### src/rtl/pipelined_multiplier_hs.sv
// Fully pipelined A_W x B_W multiplier with valid/ready handshakes and per-operation
// signed/unsigned mode. Each stage adds one B_W/STAGES-bit slice of b; the pipeline stalls globally.
module pipelined_multiplier_hs #(
  parameter int A_W    = 8,
  parameter int B_W    = 8,
  parameter int STAGES = 4
) (
  input  logic               clk,
  input  logic               reset,
  input  logic [A_W-1:0]     a,
  input  logic [B_W-1:0]     b,
  input  logic               in_sgn,
  input  logic               in_valid,
  output logic               in_ready,
  output logic [A_W+B_W-1:0] out,
  output logic               out_valid,
  input  logic               out_ready
);

  localparam int P = A_W + B_W;
  localparam int S = B_W / STAGES;

  logic [P-1:0]   sum_q [STAGES];
  logic [A_W-1:0] a_q   [STAGES];
  logic [B_W-1:0] b_q   [STAGES];
  logic           sgn_q [STAGES];
  logic           vld_q [STAGES];

  logic [P-1:0]   sum_in [STAGES];
  logic [A_W-1:0] a_in   [STAGES];
  logic [B_W-1:0] b_in   [STAGES];
  logic           sgn_in [STAGES];
  logic           vld_in [STAGES];

  logic [P-1:0]   a_ext [STAGES];
  logic [P-1:0]   s_ext [STAGES];
  logic [P-1:0]   sum_d [STAGES];
  logic [B_W-1:0] b_d   [STAGES];

  logic advance;

  assign advance  = !out_valid || out_ready;
  assign in_ready = advance;

  // Stage inputs: stage 0 takes the ports, later stages take the previous stage register.
  always_comb begin
    sum_in[0] = '0;
    a_in[0]   = a;
    b_in[0]   = b;
    sgn_in[0] = in_sgn;
    vld_in[0] = in_valid;
    for (int i = 1; i < STAGES; i++) begin
      sum_in[i] = sum_q[i-1];
      a_in[i]   = a_q[i-1];
      b_in[i]   = b_q[i-1];
      sgn_in[i] = sgn_q[i-1];
      vld_in[i] = vld_q[i-1];
    end
  end

  // The most significant slice carries negative weight for signed operations, so it is
  // sign-extended there; all arithmetic wraps modulo 2^P, which yields the exact product.
  always_comb begin
    for (int i = 0; i < STAGES; i++) begin
      a_ext[i] = {{B_W{sgn_in[i] & a_in[i][A_W-1]}}, a_in[i]};
      s_ext[i] = {{(P-S){sgn_in[i] & (i == STAGES - 1) & b_in[i][S-1]}}, b_in[i][S-1:0]};
      sum_d[i] = sum_in[i] + ((a_ext[i] * s_ext[i]) << (i * S));
      b_d[i]   = b_in[i] >> S;
    end
  end

  always_ff @(posedge clk or posedge reset) begin
    if (reset) begin
      for (int i = 0; i < STAGES; i++) begin
        sum_q[i] <= '0;
        a_q[i]   <= '0;
        b_q[i]   <= '0;
        sgn_q[i] <= 1'b0;
        vld_q[i] <= 1'b0;
      end
      out       <= '0;
      out_valid <= 1'b0;
    end else if (advance) begin
      for (int i = 0; i < STAGES; i++) begin
        sum_q[i] <= sum_d[i];
        a_q[i]   <= a_in[i];
        b_q[i]   <= b_d[i];
        sgn_q[i] <= sgn_in[i];
        vld_q[i] <= vld_in[i];
      end
      out_valid <= vld_q[STAGES-1];
      if (vld_q[STAGES-1]) begin
        out <= sum_q[STAGES-1];
      end
    end
  end

endmodule
### config.mk
export PLATFORM = sky130hd
export DESIGN_NAME = pipelined_multiplier_hs
export DESIGN_NICKNAME = d
export VERILOG_FILES = /design/src/rtl/pipelined_multiplier_hs.sv
export SDC_FILE = /design/constraint.sdc
export NUM_CORES = 1
export LEC_CHECK = 0
export CAP_MARGIN = 20
export CORE_MARGIN = 3
export CORE_UTILIZATION = 30
export DETAILED_ROUTE_END_ITERATION = 16
export HOLD_SLACK_MARGIN = 0.15
export PLACE_DENSITY = 0.57
export SLEW_MARGIN = 0
export SYNTH_ARGS = -nofsm -noshare
export SYNTH_HDL_FRONTEND = slang
export SYNTH_SLANG_ARGS = --single-unit
### constraint.sdc
create_clock -name clk -period 3.75 [get_ports clk]
set_input_delay 0.75 -clock clk [delete_from_list [all_inputs] [get_ports clk]]
set_output_delay 0.75 -clock clk [all_outputs]
set_load 0.005 [all_outputs]
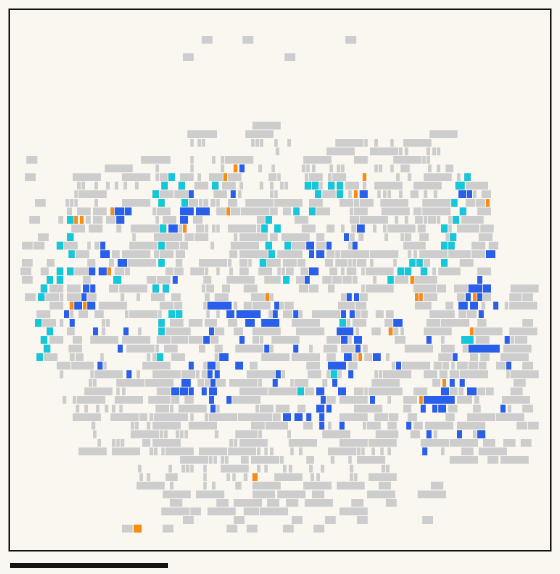
*Selected gate families*
Scale bar: 50 um.
[and/or cells] cyan | cells: 69 | most used: and2_1
[inv cells] orange | cells: 25 | most used: inv_1
[aoi and oai cells] blue | cells: 127 | most used: a21oi_1

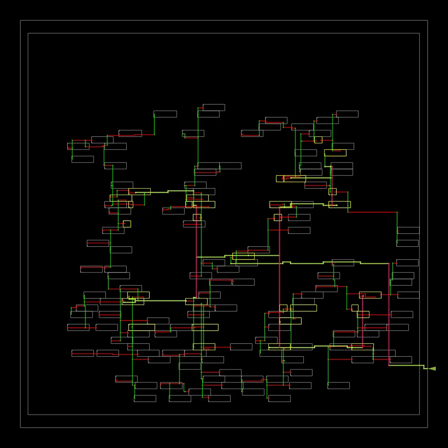
*Clock nets*
Setup Skew: 0.00926 ns
TritonCTS Buffers: 17
seq_cells: 120
Clock group: 0.00169 W

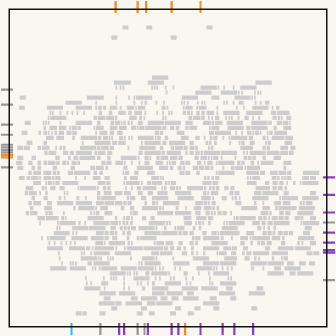
*Pin map*
Pins as bars across the die edge, other pins in grey.
[`out`] purple | pins: 16 | direction: output | edge: 9 bottom, 7 right
[`b`] orange | pins: 8 | direction: input | edge: 5 top, 2 left, 1 bottom
[`reset`] cyan | pins: 1 | direction: input | edge: bottom
all pins by edge: 14 bottom, 11 left, 9 right, 5 top

==> results.json <==
{
  "max_stage_delay_ns": 0.41,
  "warning_count": 33,
  "finalWeightedCongestion": 0.775,
  "min_period_ns": 3.80,
  "worst_pin_slew_ns": 0.865,
  "fmax_mhz": 263,
  "power_leader": "combinational logic",
  "cap_violations": 0,
  "synth-main-ff-cell": "dfrtp_1",
  "grt_max_degree": 113,
  "crit_family": "AND-OR/OR-AND gates",
  "dpl.hpwl_mm": 13.0,
  "setup_viol": 1,
  "portBuffers": 38,
  "cts.root.buffer_cell": "clkbuf_16",
  "ant_nets": 0,
  "grt.total_usage_pct": 12.6,
  "die_h_um": 171,
  "switching_share_pct": 41.1,
  "postLayoutCoreUtil_pct": 37.5,
  "cp.required_ns": 4.10,
  "ir_drop_uv": 411,
  "p_clk_share_pct": 17.5,
  "fp_nets": 1033,
  "tritoncts": "built",
  "p_int_w": 0.00571,
  "first_pass_iters": 4,
  "endpoint_kind": "flip-flop",
  "synth_flops": 120,
  "seq_cell_power_w": 0.00234,
  "hold_start": "sum_q[1]$_DFFE_PP0N_",
  "cpMaxStageDelayCell": "dfrtp_1",
  "fp.dieW_um": 171,
  "yosysSeqAreaShare_pct": 36.6,
  "grt_pass1_wl_mm": 30.2,
  "final_cell_area_um2": 9920,
  "fp_util_pct": 31.0,
  "hold_viol_final": 0,
  "crit_buf_inv": 0,
  "switchingPower_w": 0.00398,
  "wl_per_cell_um": 13.3,
  "drt_wl_total_mm": 17.4,
  "endpoint": "sum_in[15]$_DFFE_PP0N_",
  "comb_power_share_pct": 58.4,
  "antenna_cells": 0,
  "syn_area_um2": 8200,
  "synth_cells": 898,
  "rrSetupSlack_ns": -0.05,
  "leakage_nw": 4.84,
  "critPathLaunch": "a_ext[17]$_DFFE_PP0N_",
  "relSlewSlack_pct": 42.2,
  "path_cells": "and2_1, ha_1, ha_2, fa_2, a21o_1, a21oi_2, nor2b_1, o21a_1, o41a_1, xnor2_1, ha_2, nor2_2, a311o_1, or3_1, a21oi_1, nand3b_1",
  "worst-path-stages": 16,
  "synth-warning-count": 0,
  "clk_latency_ns": 0.42,
  "nets": 1098,
  "r2r-start": "a_ext[17]$_DFFE_PP0N_",
  "overflow": 0,
  "ys_async_sr_fraction_pct": 100,
  "io_pins": 39,
  "vias": 6192,
  "cpMostUsedCell": "ha_2",
  "area_growth_pct": 21.0,
  "viasPerCell": 4.73,
  "reg2reg_depth": 16,
  "chipArea_um2": 29400,
  "cts_htree_levels": 4,
  "post_dp_cell_area_um2": 9140,
  "stdcell_count": 1310,
  "critPathMaxFanout": 4,
  "r2r_end": "sum_in[15]$_DFFE_PP0N_",
  "setup_slack_ns": -0.0514,
  "violations": "setup timing",
  "hold_depth": 2,
  "powerComb_w": 0.00566,
  "maxSlewViolCount": 0,
  "drtIter0Drc": 205,
  "antenna_found_initial": 0,
  "powerDensity_nw_per_um2": 977,
  "finalClockPeriodUsage_pct": 101,
  "status": "finished with violations",
  "path_clk_slew_ns": 0.06,
  "design.core.area_um2": 26400
}
-- cell usage after synthesis (2+ instances only) --
cell type  instances  area (um^2)
and2_1            61          382
fa_1              15          300
o31ai_1            5         37.5
nor2b_1            4         25.0
a31oi_1            5         31.3
nand2b_1           2         12.5
nor4b_1            2         17.5
o31a_1             2         17.5
nand3b_1           2         15.0
o21ai_0           20          100
nand3_1           12         60.1
a21oi_2            2         17.5
dfrtp_1          120         3000
a211oi_1          11         82.6
a21boi_1           2         15.0
nor3_1            16         80.1
a21oi_1           44          220
a2111oi_4          2         55.1
a21o_1            17          128
a221oi_1           3         26.3
o22a_1             2         17.5
nor3b_1            5         37.5
o21a_1             8         60.1
or2_2              3         18.8
xnor2_1           32          280
o21ai_1           11         55.1
nor2_1            42          158
ha_1              99         1240
clkbuf_1          22         82.6
a211o_1            2         17.5
buf_1              3         11.3
xor2_1            12          105
inv_1             25         93.8
mux2_2            16          180
nand2_1          230          863
o21bai_1          12         90.1
-- kinds of logic after synthesis --
logic type / count (synthesis) / share of synthesized area [%]
mux: 17 / 2.32
simple gates: 387 / 21.2
compound gates: 164 / 13.8
xor+xnor: 44 / 4.70
fa+ha+maj: 114 / 18.8
flops: 120 / 36.6
buf+inv: 52 / 2.58
-- layout make-up --
| class | count | area, um^2 | share of cell area [%] |
|---|---|---|---|
| Multi-Input combinational cell | 726 | 5120 | 51.6 |
| Sequential cell | 120 | 3010 | 30.3 |
| Timing Repair Buffer | 73 | 668 | 6.73 |
| Clock buffer | 18 | 439 | 4.43 |
| Tap cell | 335 | 419 | 4.22 |
| Clock inverter | 13 | 171 | 1.73 |
| Inverter | 25 | 98.8 | 0.996 |
-- sequential cells by signal, summed over array words and instances, names as in the netlist --
register,count
sum_in,44
a_ext,24
out,16
sum_q,16
b_d,6
b_in,6
sgn_in,3
vld_in,3
out_valid,1
vld_q,1
-- per-stage QoR --
| step | setup WS, ns | setup TNS [ns] | total power (W) |
|---|---|---|---|
| floorplan | 0.00544 | 0 | 0.00638 |
| finish | -0.0514 | -0.0514 | 0.00970 |
| detailed placement | -0.119 | -0.119 | 0.00785 |
| global route | -0.227 | -0.292 | 0.0106 |
| CTS | -0.0432 | -0.0432 | 0.00969 |
| global placement | -0.0196 | -0.0196 | 0.00777 |
-- layer usage --
metal	track usage [%]	part of all wire, %	vias to the layer above
li1	-	-	3210
met3	2.46	2.1	14
met2	21.9	49	42
met1	15.9	48	2926
met4	3.85	1.0	0
met5	0	0	-
-- timing repair --
action	CTS	global route
gates cloned	0	0
hold buffers	0	0
resized	9	19
pin swaps	7	24
buffers inserted	2	3
endpoints found under the setup margin	4	8
hold endpoints to repair	0	0
-- worst reg2reg max path: cells and delay by family (launching register included) --
kind | cells | cell delay [ns]
XOR/XNOR | 1 | 0.14
flip-flops | 1 | 0.41
adder cells (fa/ha/maj) | 4 | 1.17
AND-OR/OR-AND | 6 | 1.25
AND/OR/NAND/NOR | 5 | 0.76
Power and IR drop assume default switching activity.
